===== src/rtl/mvm_pkg.sv =====
// Shared constants, types and FSM encoding for the MVM result drain.
//   K      elements per result vector
//   B      multiplier operand width (result width is 2*B)
//   OUT_W  signed output element width
//   SHIFT  rounding right shift applied before saturation
package mvm_pkg;
  localparam int K     = 32;
  localparam int B     = 8;
  localparam int OUT_W = 8;
  localparam int SHIFT = 4;
  localparam int IDX_W = $clog2(K);

  typedef logic signed [2*B-1:0]   acc_t;
  typedef logic signed [OUT_W-1:0] elem_t;
  typedef logic [IDX_W-1:0]        idx_t;

  typedef enum logic [1:0] {IDLE, ALIGN, CAPTURE} drain_state_t;
endpackage


===== src/rtl/mvm_requant.sv =====
// Combinational requantizer: optional ReLU, round-half-up arithmetic right
// shift by SHIFT, then saturation to the signed OUT_W range.
//   din   acc_t  raw multiplier result
//   dout  elem_t requantized element
module mvm_requant
  import mvm_pkg::*;
#(
  parameter bit RELU = 1'b1
) (
  input  acc_t  din,
  output elem_t dout
);
  // One guard bit so the rounding add can never wrap.
  localparam int WW = 2*B + 1;
  localparam logic signed [WW-1:0] MAXV = WW'((1 << (OUT_W-1)) - 1);
  localparam logic signed [WW-1:0] MINV = -MAXV - WW'(1);

  logic signed [WW-1:0] v, r;

  always_comb begin
    v = {din[2*B-1], din};
    if (RELU && din[2*B-1]) v = '0;
  end

  generate
    if (SHIFT > 0) begin : g_shift
      localparam logic signed [WW-1:0] RND = WW'(1 << (SHIFT-1));
      assign r = (v + RND) >>> SHIFT;
    end else begin : g_noshift
      assign r = v;
    end
  endgenerate

  always_comb begin
    if (r > MAXV)      dout = MAXV[OUT_W-1:0];
    else if (r < MINV) dout = MINV[OUT_W-1:0];
    else               dout = r[OUT_W-1:0];
  end
endmodule


===== src/rtl/mvm_result_drain.sv =====
// Captures the K-element result vector streamed by the MVM unit after done,
// requantizes each element and buffers it in a K-deep FIFO drained over a
// valid/ready stream.
//   clk, reset        clock (rising), async active-low reset
//   mvm_done          done from the multiplier (rising edge starts capture)
//   mvm_data          signed multiplier data_out
//   out_valid/ready   output handshake
//   out_data          requantized element at FIFO head
//   out_idx/out_last  element index within its vector, last flag
//   busy              capture in progress
//   err_overrun       sticky: a result vector was dropped
module mvm_result_drain
  import mvm_pkg::*;
#(
  parameter bit RELU = 1'b1
) (
  input  logic  clk,
  input  logic  reset,
  input  logic  mvm_done,
  input  acc_t  mvm_data,
  output logic  out_valid,
  input  logic  out_ready,
  output elem_t out_data,
  output idx_t  out_idx,
  output logic  out_last,
  output logic  busy,
  output logic  err_overrun
);
  localparam int CNT_W = $clog2(K+1);

  drain_state_t state, state_nxt;
  idx_t         cnt;
  logic         done_q, done_rise;
  logic         push, pop, overrun;
  elem_t        rq;

  logic [CNT_W-1:0] count;
  idx_t             wr_ptr, rd_ptr;
  elem_t            mem_data [K];
  idx_t             mem_idx  [K];

  mvm_requant #(.RELU(RELU)) u_rq (.din(mvm_data), .dout(rq));

  assign done_rise = mvm_done && !done_q;
  assign out_valid = (count != '0);
  assign pop       = out_valid && out_ready;
  assign busy      = (state != IDLE);

  always_comb begin
    state_nxt = state;
    push      = 1'b0;
    overrun   = 1'b0;
    case (state)
      IDLE: begin
        // A whole vector must fit, so admission requires an empty FIFO.
        if (done_rise) begin
          if (count == '0) state_nxt = ALIGN;
          else             overrun   = 1'b1;
        end
      end
      ALIGN: begin
        overrun   = done_rise;
        state_nxt = CAPTURE;
      end
      CAPTURE: begin
        overrun = done_rise;
        push    = 1'b1;
        if (cnt == idx_t'(K-1)) state_nxt = IDLE;
      end
      default: state_nxt = IDLE;
    endcase
  end

  always_ff @(posedge clk or negedge reset) begin
    if (!reset) begin
      state       <= IDLE;
      done_q      <= 1'b0;
      cnt         <= '0;
      err_overrun <= 1'b0;
      count       <= '0;
      wr_ptr      <= '0;
      rd_ptr      <= '0;
    end else begin
      state  <= state_nxt;
      done_q <= mvm_done;
      if (overrun) err_overrun <= 1'b1;
      if (push) cnt <= (cnt == idx_t'(K-1)) ? '0 : cnt + 1'b1;
      else      cnt <= '0;
      if (push) wr_ptr <= (wr_ptr == idx_t'(K-1)) ? '0 : wr_ptr + 1'b1;
      if (pop)  rd_ptr <= (rd_ptr == idx_t'(K-1)) ? '0 : rd_ptr + 1'b1;
      case ({push, pop})
        2'b10:   count <= count + 1'b1;
        2'b01:   count <= count - 1'b1;
        default: count <= count;
      endcase
    end
  end

  // Storage needs no reset: nothing is read unless count says it was written.
  always_ff @(posedge clk) begin
    if (push) begin
      mem_data[wr_ptr] <= rq;
      mem_idx[wr_ptr]  <= cnt;
    end
  end

  // Head entry is masked while empty so outputs read 0 out of reset.
  assign out_data = out_valid ? mem_data[rd_ptr] : '0;
  assign out_idx  = out_valid ? mem_idx[rd_ptr]  : '0;
  assign out_last = out_valid && (mem_idx[rd_ptr] == idx_t'(K-1));

  a_no_push_full: assert property (@(posedge clk) disable iff (!reset)
    !(push && count == CNT_W'(K)));
endmodule

===== config.mk =====
export PLATFORM = sky130hd
export DESIGN_NAME = mvm_result_drain
export DESIGN_NICKNAME = d
export VERILOG_FILES = /design/src/rtl/mvm_pkg.sv /design/src/rtl/mvm_requant.sv /design/src/rtl/mvm_result_drain.sv
export SDC_FILE = /design/constraint.sdc
export NUM_CORES = 1
export LEC_CHECK = 0
export CAP_MARGIN = 25
export CORE_MARGIN = 3
export CORE_UTILIZATION = 60
export DETAILED_ROUTE_END_ITERATION = 8
export PLACE_DENSITY = 0.77
export SLEW_MARGIN = 30
export SYNTH_ARGS = -nofsm -noshare
export SYNTH_HDL_FRONTEND = slang
export SYNTH_SLANG_ARGS = --single-unit

===== constraint.sdc =====
create_clock -name clk -period 5.6 [get_ports clk]
set_input_delay 0.56 -clock clk [delete_from_list [all_inputs] [get_ports clk]]
set_output_delay 0.56 -clock clk [all_outputs]
set_load 0.005 [all_outputs]

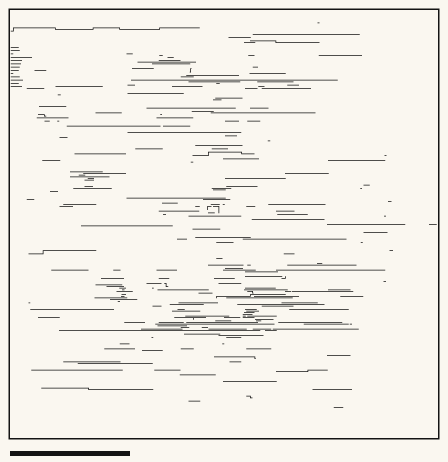
Fig. 1. M3 wires.
The bar under the picture is 50 um long.
The longest straight run is 85.6 um. The layer holds 7.8% of the routed length. The wires run mostly horizontal. The layer carries 2930 um of wire.
total vias in the final route: 8728
GRT met3 Usage: 4.21%

==> results.py <==
# Metrics from the implementation run
metrics = {
    "pwr": {
        "fin_total_pwr_w": 0.00944,
        "p_comb_share_pct": 27.3,
        "leakage_nw": 6.61,
        "p_seq_share_pct": 43.5,
        "powerDensity_nw_per_um2": 470,
        "swShare_pct": 28.9,
        "p_switching_w": 0.00273,
        "p_clk_share_pct": 29.2,
        "p_int_w": 0.00671,
        "ir_drop_v": 0.000312,
    },
    "logic_synthesis": {
        "synth-seq-cells": 441,
        "flop_cell": "edfxtp_1",
        "yosysCellCount": 862,
        "ys_chip_area_um2": 17700,
        "syn_inst": 862,
        "async_flop_share_pct": 5.67,
        "edf_count": 416,
        "syn_area_um2": 17700,
        "synth_area_leader_cell": "edfxtp_1",
        "postSynthAreaPerCell_um2": 20.5,
        "synth-seq-area-share_pct": 74.1,
        "most_common_cell": "edfxtp_1",
        "ys_warn_count": 0,
        "top_cell_area_share_pct": 70.6,
        "common_cells": "edfxtp_1, mux4_2, nor2_1",
        "synthTopCellsByArea": "edfxtp_1, mux4_2, dfrtp_1",
        "ys_types": 55,
    },
    "drt": {
        "antenna_left": 0,
        "via_per_inst": 6.36,
        "first_pass_iters": 6,
        "drc_errors": 0,
        "wl_per_cell_um": 27.4,
        "wl_um": 37600,
        "drtIter0Drc": 1095,
    },
    "worst_setup_path": {
        "path_class": "flip-flop to output port",
        "endpoint_kind": "output port",
        "path_cells": "buf_4, mux4_2, mux2i_1, mux4_2, nand3b_1, nor4_2, clkdlybuf4s50_1",
        "rrSetupSlack_ps": 2760,
        "r2r-start": "state[0]",
        "crit_arrival_ps": 3850,
        "crit_top_cell": "mux4_2",
        "cp_slowest_stage_delay_ps": 980,
        "crit_slowest_cell": "dfrtp_4",
        "path_depth": 7,
        "cp.required_ps": 5040,
        "reg2reg_depth": 10,
        "critPathLaunchType": "flip-flop",
        "crit_fanout": 54,
        "worst-path-buf-inv": 2,
        "worstReg2RegEnd": "count[5]",
        "cp_top_family": "flip-flops",
    },
    "placed_design": {
        "portBuffers": 33,
        "dp_cells": 1295,
        "dpl.hpwl_um": 20600,
        "place_congestion": 0.781,
        "place_ws_ps": 1430,
    },
    "global_routing": {
        "grt_first_pass_wirelength_um": 56300,
        "antenna_found_initial": 0,
        "grt-ovfl-total": 0,
        "grt.busiest_layer": "met2",
        "grt_max_degree": 55,
        "first_global_vias": 8818,
        "grt.met1_usage_pct": 34.9,
        "grtUsageTotal_pct": 24.8,
        "met2_usage_pct": 40.9,
    },
    "final_timing": {
        "fin_skew_ps": 18.7,
        "max_freq_mhz": 227,
        "rsz0062_at_grt": "false",
        "hold_viol_final": 0,
        "post-route-period-util_pct": 78.8,
        "fin_crit_ps": 4410,
        "worst_pin_slew_ps": 1000,
        "hold_ws_ps": 386,
        "finalSetupViolations": 0,
        "max_slew_margin_pct": 33.0,
        "timing.final.ws_setup_ps": 1190,
        "setup_tns_ps": 0,
        "drv_slew": 0,
    },
    "job": {
        "warning_count": 35,
        "maxCapViolCount": 0,
    },
    "clock_tree": {
        "clk_path_buf_depth": 3,
        "cts_tree": "built",
        "cts_resized": 0,
        "clock-sinks": 441,
        "cts_setup_buffers": 0,
        "clkLatencyLatePin_ps": 540,
        "root_buffer": "clkbuf_16",
        "cts_hold_buf": 0,
        "htree_levels": 2,
        "cts_buffers": 43,
        "clk_pin_slew_ps": 60,
    },
    "finish": {
        "logic_area_um2": 4500,
        "area_delta_synth_final_pct": 13.4,
        "nets": 997,
        "layout-drive-gt1-share_pct": 24.0,
        "diodes": 0,
        "stdcell_count": 1372,
        "flop_area_um2": 13100,
    },
    "outcome": {
        "status": "complete, no violations",
    },
    "die": {
        "row_count": 62,
        "ios": 37,
        "fp_util_pct": 61.3,
        "die_y_um": 178,
        "die-area_um2": 31600,
        "die_x_um": 178,
    },
    "hold_path": {
        "hold_class": "primary input to async pin",
    },
}
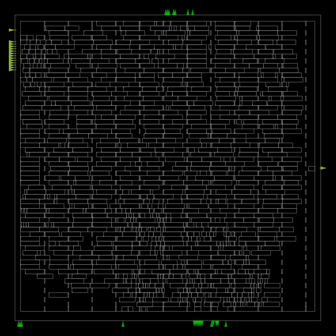
Fig. 2. Cell placement.
Tap Cells: 384
Filler cells: 1739
Core ar.: 28900 um^2

cells by family (layout without fill, tap and decap cells):
family / Yosys count / in the layout / synth area share (%)
AOI/OAI and AO/OA: 53 / 53 / 2.06
xor gates and xnor gates: 12 / 12 / 0.594
adders and majority gates: 20 / 20 / 1.46
buffers and inverters: 56 / 151 / 1.74
DFF: 441 / 441 / 74.1
muxes: 148 / 148 / 16.4
other: 1 / 32 / 0.0212
and+or+nand+nor: 131 / 131 / 3.59
metrics by stage:
step / utilization [%] / instance area, um^2
final: 69.5 / 20100
after global routing: 69.5 / 20100
after CTS: 69.3 / 20000
after detailed placement: 64.7 / 18700
after global placement: 64.6 / 18600
after floorplan: - / 17800
cell usage in the layout (no fill, tap or decap), drive strengths merged, types with 3 or more instances in the layout:
cell type / n
clkdlybuf4s50: 33
inv: 19
a22oi: 5
nor2: 60
a21oi: 8
nand2: 24
and3: 7
nand3: 6
mux2i: 28
buf: 24
o221ai: 6
a22o: 3
o21ai: 15
dfrtp: 25
mux4: 113
edfxtp: 416
xor2: 3
clkbuf: 55
xnor2: 9
ha: 19
nor2b: 6
clkinv: 15
bufinv: 3
nand3b: 7
mux2: 7
conb: 32
worst reg2reg max path: cells and delay by family, from the launching register on:
family / cells / cell delay, ps
AND-OR/OR-AND: 4 / 870
XOR/XNOR: 1 / 160
adder cells (fa/ha/maj): 3 / 1020
buffers and inverters: 2 / 300
flip-flops: 1 / 410
sequential cells by signal, indices dropped and copies added (netlist names):
name         flops
mem_idx        160
rd_ptr           5
err_overrun      1
cnt              5
wr_ptr           5
state            2
mem_data       256
done_q           1
count            6
power groups by stage:
stage / logic, W / clock network (W) / registers (W)
final: 0.00258 / 0.00275 / 0.00411
after CTS: 0.00249 / 0.00280 / 0.00417
after floorplan: 0.00192 / 0 / 0.00393
after global routing: 0.00275 / 0.00292 / 0.00413
after global placement: 0.00241 / 0 / 0.00422
after detailed placement: 0.00244 / 0 / 0.00423
routing by layer:
layer  wire (um)  up-vias
met5           0        -
met3        2930       63
met4         788        0
li1            -     3687
met2       19300      449
met1       14600     4529
worst max path at each step:
stage / startpoint / to
4_1_cts: rd_ptr[0] / out_data[5]
2_1_floorplan: mvm_data[15] / mem_data[0][6]
3_5_place_dp: mvm_data[15] / mem_data[8][1]
6_report: rd_ptr[1] / out_last
3_3_place_gp: rd_ptr[0] / out_data[5]
5_1_grt: rd_ptr[1] / out_last
final cells by class:
class / count / area share (%)
clock buffer: 55 / 5.69
clock inverter: 21 / 0.948
inverter: 18 / 0.337
multi-input combinational: 396 / 22.4
sequential: 441 / 65.4
tap: 384 / 2.39
timing repair buffer: 57 / 2.77
Power is estimated from default activity; no workload was simulated.
